## src/rtl/mcp9808_target.sv

```systemverilog
// I2C target emulating an MCP9808 temperature sensor (address {4'b0011, addr_pins}).
// Define MCP9808_TGT_ALERT_EN to enable the T_A limit flags and the alert output.
`timescale 1ns/1ps
module mcp9808_target #(
  parameter logic [15:0] ID_MANUF  = 16'h0054,
  parameter logic [15:0] ID_DEVICE = 16'h0400
) (
  input  logic        clk,
  input  logic        rst,
  input  logic [2:0]  addr_pins,
  input  logic        scl_i,
  input  logic        sda_i,
  output logic        sda_oe,
  input  logic [12:0] temp_in,
  output logic        shdn,
  output logic        alert,
  output logic        busy
);

  typedef enum logic [3:0] {
    IDLE, ADDR, ADDR_ACK, PTR, PTR_ACK, WDATA, WDATA_ACK, RDATA, RACK, WAIT_STOP
  } state_t;

  state_t      state, state_n;
  logic [1:0]  scl_sync, sda_sync;
  logic        scl_q, sda_q;
  logic        scl_rise, scl_fall, start_c, stop_c;

  logic [3:0]  cnt, cnt_n;
  logic [7:0]  sh, sh_n;
  logic        rw, rw_n;
  logic [3:0]  ptr, ptr_n;
  logic        wlo, wlo_n;
  logic [4:0]  wmsb, wmsb_n;
  logic [15:0] rd_word, rd_word_n;
  logic        rlo, rlo_n;
  logic        mack, mack_n;
  logic        oe_n;
  logic        wr_en;

  logic [10:0] cfg;
  logic [10:0] t_upper, t_lower, t_crit;
  logic [1:0]  res;
  logic [12:0] ta;
  logic [2:0]  flags;
  logic [15:0] rd_val;
  logic [7:0]  cur_byte;
  logic [2:0]  bit_idx;

  always_ff @(posedge clk) begin
    if (rst) begin
      scl_sync <= '1;
      sda_sync <= '1;
      scl_q    <= 1'b1;
      sda_q    <= 1'b1;
    end else begin
      scl_sync <= {scl_sync[0], scl_i};
      sda_sync <= {sda_sync[0], sda_i};
      scl_q    <= scl_sync[1];
      sda_q    <= sda_sync[1];
    end
  end

  assign scl_rise = scl_sync[1] & ~scl_q;
  assign scl_fall = ~scl_sync[1] & scl_q;
  assign start_c  = scl_sync[1] & scl_q & sda_q & ~sda_sync[1];
  assign stop_c   = scl_sync[1] & scl_q & ~sda_q & sda_sync[1];

  always_comb begin
    rd_val = '0;
    case (ptr)
      4'h1:    rd_val = {5'b0, cfg};
      4'h2:    rd_val = {3'b0, t_upper, 2'b0};
      4'h3:    rd_val = {3'b0, t_lower, 2'b0};
      4'h4:    rd_val = {3'b0, t_crit, 2'b0};
      4'h5:    rd_val = {flags, ta};
      4'h6:    rd_val = ID_MANUF;
      4'h7:    rd_val = ID_DEVICE;
      // RES is a single byte; duplicating it makes the MSB/LSB read cycle repeat it
      4'h8:    rd_val = {6'b0, res, 6'b0, res};
      default: rd_val = '0;
    endcase
  end

  assign cur_byte = rlo ? rd_word[7:0] : rd_word[15:8];
  assign bit_idx  = 3'd7 - cnt[2:0];

  always_comb begin
    state_n   = state;
    cnt_n     = cnt;
    sh_n      = sh;
    rw_n      = rw;
    ptr_n     = ptr;
    wlo_n     = wlo;
    wmsb_n    = wmsb;
    rd_word_n = rd_word;
    rlo_n     = rlo;
    mack_n    = mack;
    oe_n      = sda_oe;
    wr_en     = 1'b0;
    if (stop_c) begin
      state_n = IDLE;
      oe_n    = 1'b0;
    end else if (start_c) begin
      state_n = ADDR;
      cnt_n   = '0;
      oe_n    = 1'b0;
    end else begin
      case (state)
        ADDR, PTR, WDATA: begin
          if (scl_rise && cnt != 4'd8) begin
            sh_n  = {sh[6:0], sda_sync[1]};
            cnt_n = cnt + 4'd1;
          end else if (scl_fall && cnt == 4'd8) begin
            cnt_n = '0;
            oe_n  = 1'b1;
            if (state == ADDR) begin
              if (sh[7:1] == {4'b0011, addr_pins}) begin
                rw_n    = sh[0];
                state_n = ADDR_ACK;
              end else begin
                oe_n    = 1'b0;
                state_n = WAIT_STOP;
              end
            end else if (state == PTR) begin
              ptr_n   = sh[3:0];
              wlo_n   = 1'b0;
              state_n = PTR_ACK;
            end else begin
              state_n = WDATA_ACK;
              if (ptr == 4'h8 || wlo) begin
                wr_en = 1'b1;
                wlo_n = 1'b0;
              end else begin
                wmsb_n = sh[4:0];
                wlo_n  = 1'b1;
              end
            end
          end
        end
        ADDR_ACK: begin
          if (scl_fall) begin
            cnt_n = '0;
            if (rw) begin
              rd_word_n = rd_val;
              rlo_n     = 1'b0;
              oe_n      = ~rd_val[15];
              state_n   = RDATA;
            end else begin
              oe_n    = 1'b0;
              state_n = PTR;
            end
          end
        end
        PTR_ACK, WDATA_ACK: begin
          if (scl_fall) begin
            oe_n    = 1'b0;
            state_n = WDATA;
          end
        end
        RDATA: begin
          if (scl_rise && cnt != 4'd8) begin
            cnt_n = cnt + 4'd1;
          end else if (scl_fall) begin
            if (cnt == 4'd8) begin
              oe_n    = 1'b0;
              state_n = RACK;
            end else begin
              oe_n = ~cur_byte[bit_idx];
            end
          end
        end
        RACK: begin
          if (scl_rise) begin
            mack_n = ~sda_sync[1];
          end else if (scl_fall) begin
            if (!mack) begin
              state_n = WAIT_STOP;
            end else begin
              cnt_n   = '0;
              state_n = RDATA;
              // a fresh snapshot is taken only ahead of each MSB byte
              if (rlo) begin
                rd_word_n = rd_val;
                rlo_n     = 1'b0;
                oe_n      = ~rd_val[15];
              end else begin
                rlo_n = 1'b1;
                oe_n  = ~rd_word[7];
              end
            end
          end
        end
        default: ;
      endcase
    end
  end

  always_ff @(posedge clk) begin
    if (rst) begin
      state   <= IDLE;
      cnt     <= '0;
      sh      <= '0;
      rw      <= 1'b0;
      ptr     <= '0;
      wlo     <= 1'b0;
      wmsb    <= '0;
      rd_word <= '0;
      rlo     <= 1'b0;
      mack    <= 1'b0;
      sda_oe  <= 1'b0;
    end else begin
      state   <= state_n;
      cnt     <= cnt_n;
      sh      <= sh_n;
      rw      <= rw_n;
      ptr     <= ptr_n;
      wlo     <= wlo_n;
      wmsb    <= wmsb_n;
      rd_word <= rd_word_n;
      rlo     <= rlo_n;
      mack    <= mack_n;
      sda_oe  <= oe_n;
    end
  end

  always_ff @(posedge clk) begin
    if (rst) begin
      cfg     <= '0;
      t_upper <= '0;
      t_lower <= '0;
      t_crit  <= '0;
      res     <= 2'b11;
      ta      <= '0;
    end else begin
      if (!cfg[8]) ta <= temp_in;
      if (wr_en) begin
        case (ptr)
          4'h1:    cfg     <= {wmsb[2:0], sh};
          4'h2:    t_upper <= {wmsb, sh[7:2]};
          4'h3:    t_lower <= {wmsb, sh[7:2]};
          4'h4:    t_crit  <= {wmsb, sh[7:2]};
          4'h8:    res     <= sh[1:0];
          default: ;
        endcase
      end
    end
  end

`ifdef MCP9808_TGT_ALERT_EN
  always_comb begin
    flags[2] = $signed(ta) >= $signed({t_crit, 2'b00});
    flags[1] = $signed(ta) >  $signed({t_upper, 2'b00});
    flags[0] = $signed(ta) <  $signed({t_lower, 2'b00});
  end

  always_ff @(posedge clk) begin
    if (rst) alert <= 1'b0;
    else     alert <= cfg[3] & (|flags);
  end
`else
  assign flags = '0;
  assign alert = 1'b0;
`endif

  assign shdn = cfg[8];
  assign busy = (state != IDLE);

endmodule

```

## config.mk

```make
export PLATFORM = sky130hd
export DESIGN_NAME = mcp9808_target
export DESIGN_NICKNAME = d
export VERILOG_FILES = /design/src/rtl/mcp9808_target.sv
export SDC_FILE = /design/constraint.sdc
export NUM_CORES = 1
export LEC_CHECK = 0
export CAP_MARGIN = 15
export CORE_ASPECT_RATIO = 0.8
export CORE_MARGIN = 5
export CORE_UTILIZATION = 28
export DETAILED_ROUTE_END_ITERATION = 10
export PLACE_DENSITY_LB_ADDON = 0.2
export SYNTH_ARGS = -nofsm -noshare
export SYNTH_HDL_FRONTEND = slang
export SYNTH_SLANG_ARGS = --single-unit
```

## constraint.sdc

```tcl
create_clock -name clk -period 2.7 [get_ports clk]
set_clock_uncertainty 0.1 [all_clocks]
set_input_delay 0.81 -clock clk [delete_from_list [all_inputs] [get_ports clk]]
set_output_delay 0.81 -clock clk [all_outputs]
set_load 0.005 [all_outputs]
```

==> run_1/layer_met4.png <==
Bar = 50 um. Supply wires on this layer in gray.
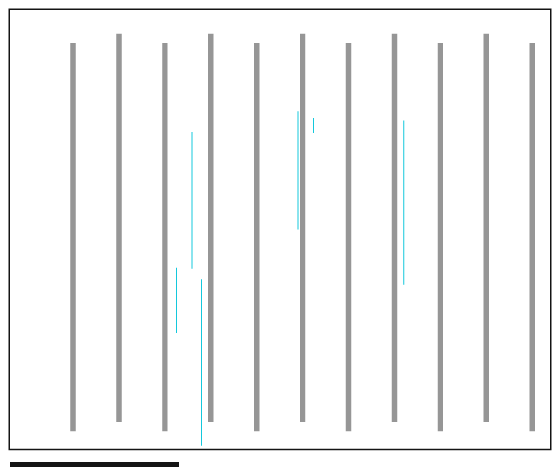
The layer carries 195 um of wire. The layer holds 1.3% of the routed length. The longest straight run is 49.0 um. The wires run mostly vertical.
Final Routed Wirelength: 14.9 mm
routed vias: 4,408

==> run_1/layer_met3.png <==
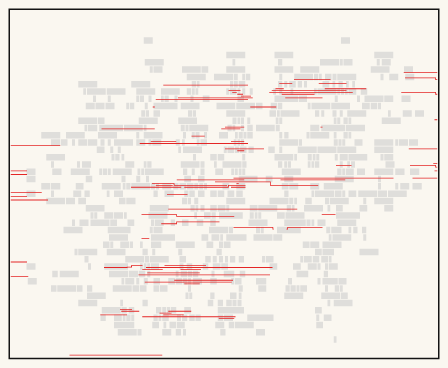
The layer carries 1,210 um of wire. The wires run mostly horizontal. The layer holds 8.1% of the routed length.
grt met3 use: 0.0359

==> results.tsv, run 1 <==
metric	value	unit
grt_usage	0.146	
drc_errors	0	
setup_tns	0	ns
dpl-instance-area	0.00551	mm2
powerSeq	1.62	mW
min_path_cells	1	
end_kind	output pin	
power-top-group	sequential cells	
synthTopCellsByArea	dfxtp_1 43%, nand2_1 9.5%, mux2i_1 7.2%, a21oi_1 6.5%, nor2_1 3.7%	
core.rowCount	43	
cp_slowest_cell	dfxtp_1	
p_leak	2.07	nW
initCoreUtil	0.287	
min-delay-start	scl_sync[0]	
peakVddDrop	0.246	mV
synth_adder_area_share	0.00499	
clkPwrFrac	0.427	
yosysChipArea	0.00501	mm2
grt_most_used_layer	met1	
p_sw	0.720	mW
insertion_delay	0.36	ns
worstPathArrival	1.73	ns
grt_pass1_wl	23.7	mm
core-area	0.0175	mm2
synthCells	603	
yosys_warnings	0	
ff_type	dfxtp_1	
ys_sh_simple	0.218	
pg_comb	0.106	mW
num-clock-buffers	9	
slew_headroom	0.504	
reg2reg_from	state[1]	
outcome	finished, final reports clean	
seq_area	0.00216	mm2
path_max_fanout	14	
hold-worst-slack	0.311	ns
top_area_cell	dfxtp_1	
grt_antenna_before_repair	0	
dp.cells	831	
reg.largest.list	rd_word x13, ta x13	
sh_comb_area	0.449	
ys_sh_mux	0.0786	
synth_nets	625	
edf_count	0	
setup_viol	0	
wl_met3	1.21	mm
ys_top_cells_by_count	127 x nand2_1, 108 x dfxtp_1, 65 x a21oi_1, 50 x nor2_1, 36 x mux2i_1	
final_core_util	0.332	
clkCellAreaFrac	0.0490	
bufAreaShareNonClock	0.0725	
dpl.hpwl	10.6	mm
p_seq_frac	0.538	
cts_tree	yes	
worst_slew_pin_slew	0.743	ns
critPathKind	flop to output pin	
cts_resized	0	
finalCriticalPeriod	2.64	ns
crit_family	flip-flops	
netlist_area	0.00501	mm2
worst_slack	0.0645	ns
largest_cell_class	logic gates	
worst-r2r-cell-count	6	
cts_hold_repair.buffers	0	
crit_required	1.79	ns
vias_per_cell	5.20	
cp-start-kind	flop	
ys_sh_aoi	0.209	
met2WireLength	6.05	mm
cts_setup_buffers	0	
flop-count	108	
max_clock_freq	379	MHz
diodes	0	
synth.distinct_cells	66	
met2_usage	0.206	
p_clk	1.29	mW
crit_chain	nor3_1 -> nand2b_1 -> clkdlybuf4s50_1	
die_x	160	um
top_cell	nand2_1	
grt_max_degree	70	
top_layer_used	met4	
dieArea	0.0207	mm2
p_comb_frac	0.035	
r2r_setup_slack	0.29	ns
area_delta_synth_final	15.8	%
nets	639	
critPathCapture	busy	
hp-class	flop to flop	
final_layout_top_logic_cells	127 x nand2_1, 107 x dfxtp_1, 65 x a21oi_1, 50 x nor2_1, 36 x mux2i_1	
power_density	520	mW/mm2
synth_flops	108	
regToRegEndpoint	cnt[3]	
lay_top_count	nand2_1	
cp-startpoint	state[1]	
logic_gate_count	437	
drive_gt1_frac	0.108	
==> run_1/layer_met1.png <==
Bar = 50 um. Supply wires on this layer in gray.
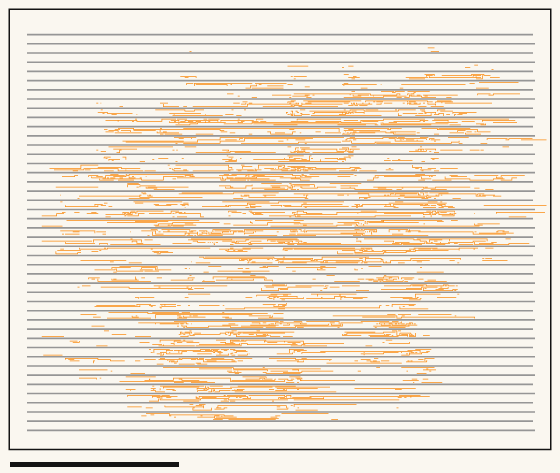
The layer carries 7,420 um of wire. The longest straight run is 46.0 um.
met1 GRT Util: 0.219

==> run_1/congestion.png <==
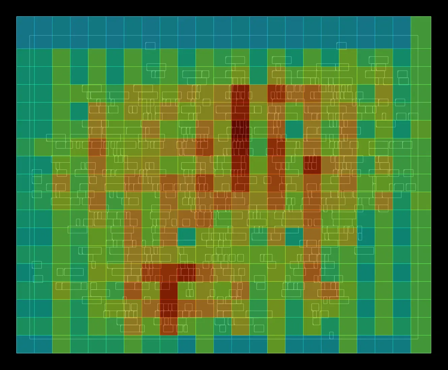

--- run 2 (diff from run 1) ---
Settings changed: ABC_AREA set to 1, RECOVER_POWER set to 50.
==> run_2/congestion.png <==
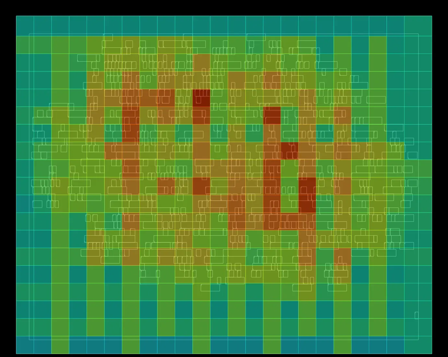
routed len/inst: 13.7 um
met1 GRT Util: 0.219

==> run_2/layer_met3.png <==
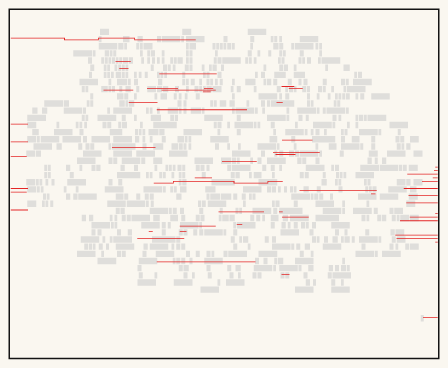
The layer holds 4.4% of the routed length. The longest straight run is 37.3 um. The wires run mostly horizontal. The layer carries 618 um of wire.
Final Routed Wirelength: 14.0 mm
routed vias: 4,619
grt met3 use: 0.0253

==> results.tsv, run 2 <==
metric	value	unit	change
outcome	finished, final reports clean		
min_path_cells	1		unchanged
worst_slack	0.309	ns	+0.245 ns
ios	24		
top_area_cell	dfxtp_1		
drt-initial-drc-count	376		
p_clk	1.29	mW	about the same
synth.distinct_cells	35		-47%
top_area_frac	0.414		
reg.largest.list	rd_word x13, ta x13		
p_comb_frac	0.258		+0.223
dp.cells	1003		+21%
met2WireLength	5.09	mm	-16%
bufAreaShareNonClock	0.0498		-0.0226
grt_setup_unrepaired	no		
fillers	2035		
first_pass_iters	5		
final_layout_top_logic_cells	131 x nand2_1, 111 x inv_1, 108 x dfxtp_1, 98 x a21oi_1, 80 x nor2_1		
clkPwrFrac	0.316		-0.111
pre_cts_ws	0.397	ns	
pg_comb	1.06	mW	+900%
max_clock_freq	418	MHz	+10%
lay_top_count	nand2_1		
grt_most_used_layer	met1		
worst-r2r-cell-count	11		+5
core.rowCount	44		+2.3%
signal_buffers	31		
ys_sh_simple	0.235		+0.0166
post-route-period-util	0.885		
cts.sinks	108		
slowest_delay	0.49	ns	
hold_end	sda_sync[1]		
fin_area	0.00588	mm2	
p_leak	2.40	nW	+16%
core-area	0.0182	mm2	+4.2%
place.gp.congestion	0.816		
netlist_area	0.00522	mm2	+4.1%
die_y	132	um	
hold-worst-slack	0.313	ns	+0.00282 ns
cp_slowest_cell	clkdlybuf4s50_1		
peakVddDrop	0.275	mV	+12%
power-top-group	sequential cells		
critPathKind	flop to output pin		
crit_chain	nor2_1 -> nand2_1 -> clkdlybuf4s50_1		
min-delay-start	sda_sync[0]		
cts_resized	0		unchanged
setup_viol	0		unchanged
drive_gt1_frac	0.0770		-0.0307
grt_max_degree	81		+16%
synthCells	751		+25%
vias_per_cell	4.53		-13%
p_sw	1.39	mW	+93%
seq_area	0.00216	mm2	about the same
logic_family	simple AND/OR/NAND/NOR gates		
ff_type	dfxtp_1		
end_kind	output pin		
final-comb-area	0.00237	mm2	
h-tree-depth	3		
die_x	163	um	+1.9%
inverters	119		
ys_sh_mux	0		-0.0786
r2r_setup_slack	0.36	ns	+0.07 ns
cp-startpoint	state[1]		
met1Wirelength	8.12	mm	
dpl.hpwl	10.0	mm	-5.8%
instances_no_fill	1019		
ys_cells	751		
top_cell	nand2_1		
crit_required	1.79	ns	about the same
initCoreUtil	0.286		-0.000401
portBuffers	22		
worstPathArrival	1.48	ns	-0.25 ns
nets	783		+23%
wl_met3	618	um	-49%
clkCellAreaFrac	0.0490		about the same
powerSeq	1.75	mW	+8%
syn_area_per_cell	6.95	um2	
sh_seq_area	0.368		
root_buffer	clkbuf_16		
synth_flops	108		unchanged
drv_slew	0		
finalHoldViolCount	0		
dpl-instance-area	0.00562	mm2	+2.0%
synthTopCellsByArea	dfxtp_1 41%, a21oi_1 9.3%, nand2_1 9.3%, inv_1 8.0%, nor2_1 5.7%		
power_density	697	mW/mm2	+34%
yosysChipArea	0.00522	mm2	+4.1%
drc_errors	0		unchanged
grt-ovfl-total	0		
crit_buf_inv	1		
met2_usage	0.164		-0.0423
synth_adder_area_share	0.00480		-0.000195
regToRegEndpoint	rd_word[2]		
p_sw_frac	0.340		
grt_pass1_vias	4022		
top_layer_used	met4		
cp-start-kind	flop		
synth_nets	773		+24%
intPower	2.70	mW	
num-clock-buffers	11		+2
edf_count	0		unchanged
finalCriticalPeriod	2.39	ns	-0.245 ns
clockBufferDepth	2		
final_core_util	0.323		-0.00930
cts_setup_buffers	0		unchanged
synth-seq-area-share	0.414		
hp-class	flop to flop		
reg2reg_from	state[0]		
path_max_fanout	6		-8
grt_pass1_wl	22.4	mm	-5.6%
tapCellCount	253		
tool_warnings	27		
cts_tree	yes		
clk_pin_slew	0.07	ns	
p_seq_frac	0.426		-0.112
largest_cell_class	logic gates		
sh_comb_area	0.403		-0.0460
critPathCapture	busy		
cp_num_cells	3		
dieArea	0.0215	mm2	+3.8%
max-cap-violations	0		
cts_hold_repair.buffers	0		unchanged
ys_sh_aoi	0.218		+0.00910
ys_top_cells_by_count	129 x nand2_1, 111 x inv_1, 108 x dfxtp_1, 97 x a21oi_1, 79 x nor2_1		
finalPower	4.10	mW	
synthXorXnorAreaFrac	0		
yosys_warnings	0		unchanged
setup_tns	0	ns	unchanged
diodes	0		unchanged
crit_family	buffers and inverters		
logic_gate_count	492		+13%
slew_headroom	0.582		+0.0772
grt_usage	0.130		-0.0157
worst_slew_pin_slew	0.627	ns	-0.116 ns
insertion_delay	0.35	ns	about the same
flop-count	108		unchanged
area_delta_synth_final	12.7	%	
grt_antenna_before_repair	0		unchanged
async_flop_share	0		
Power and IR drop assume default switching activity.
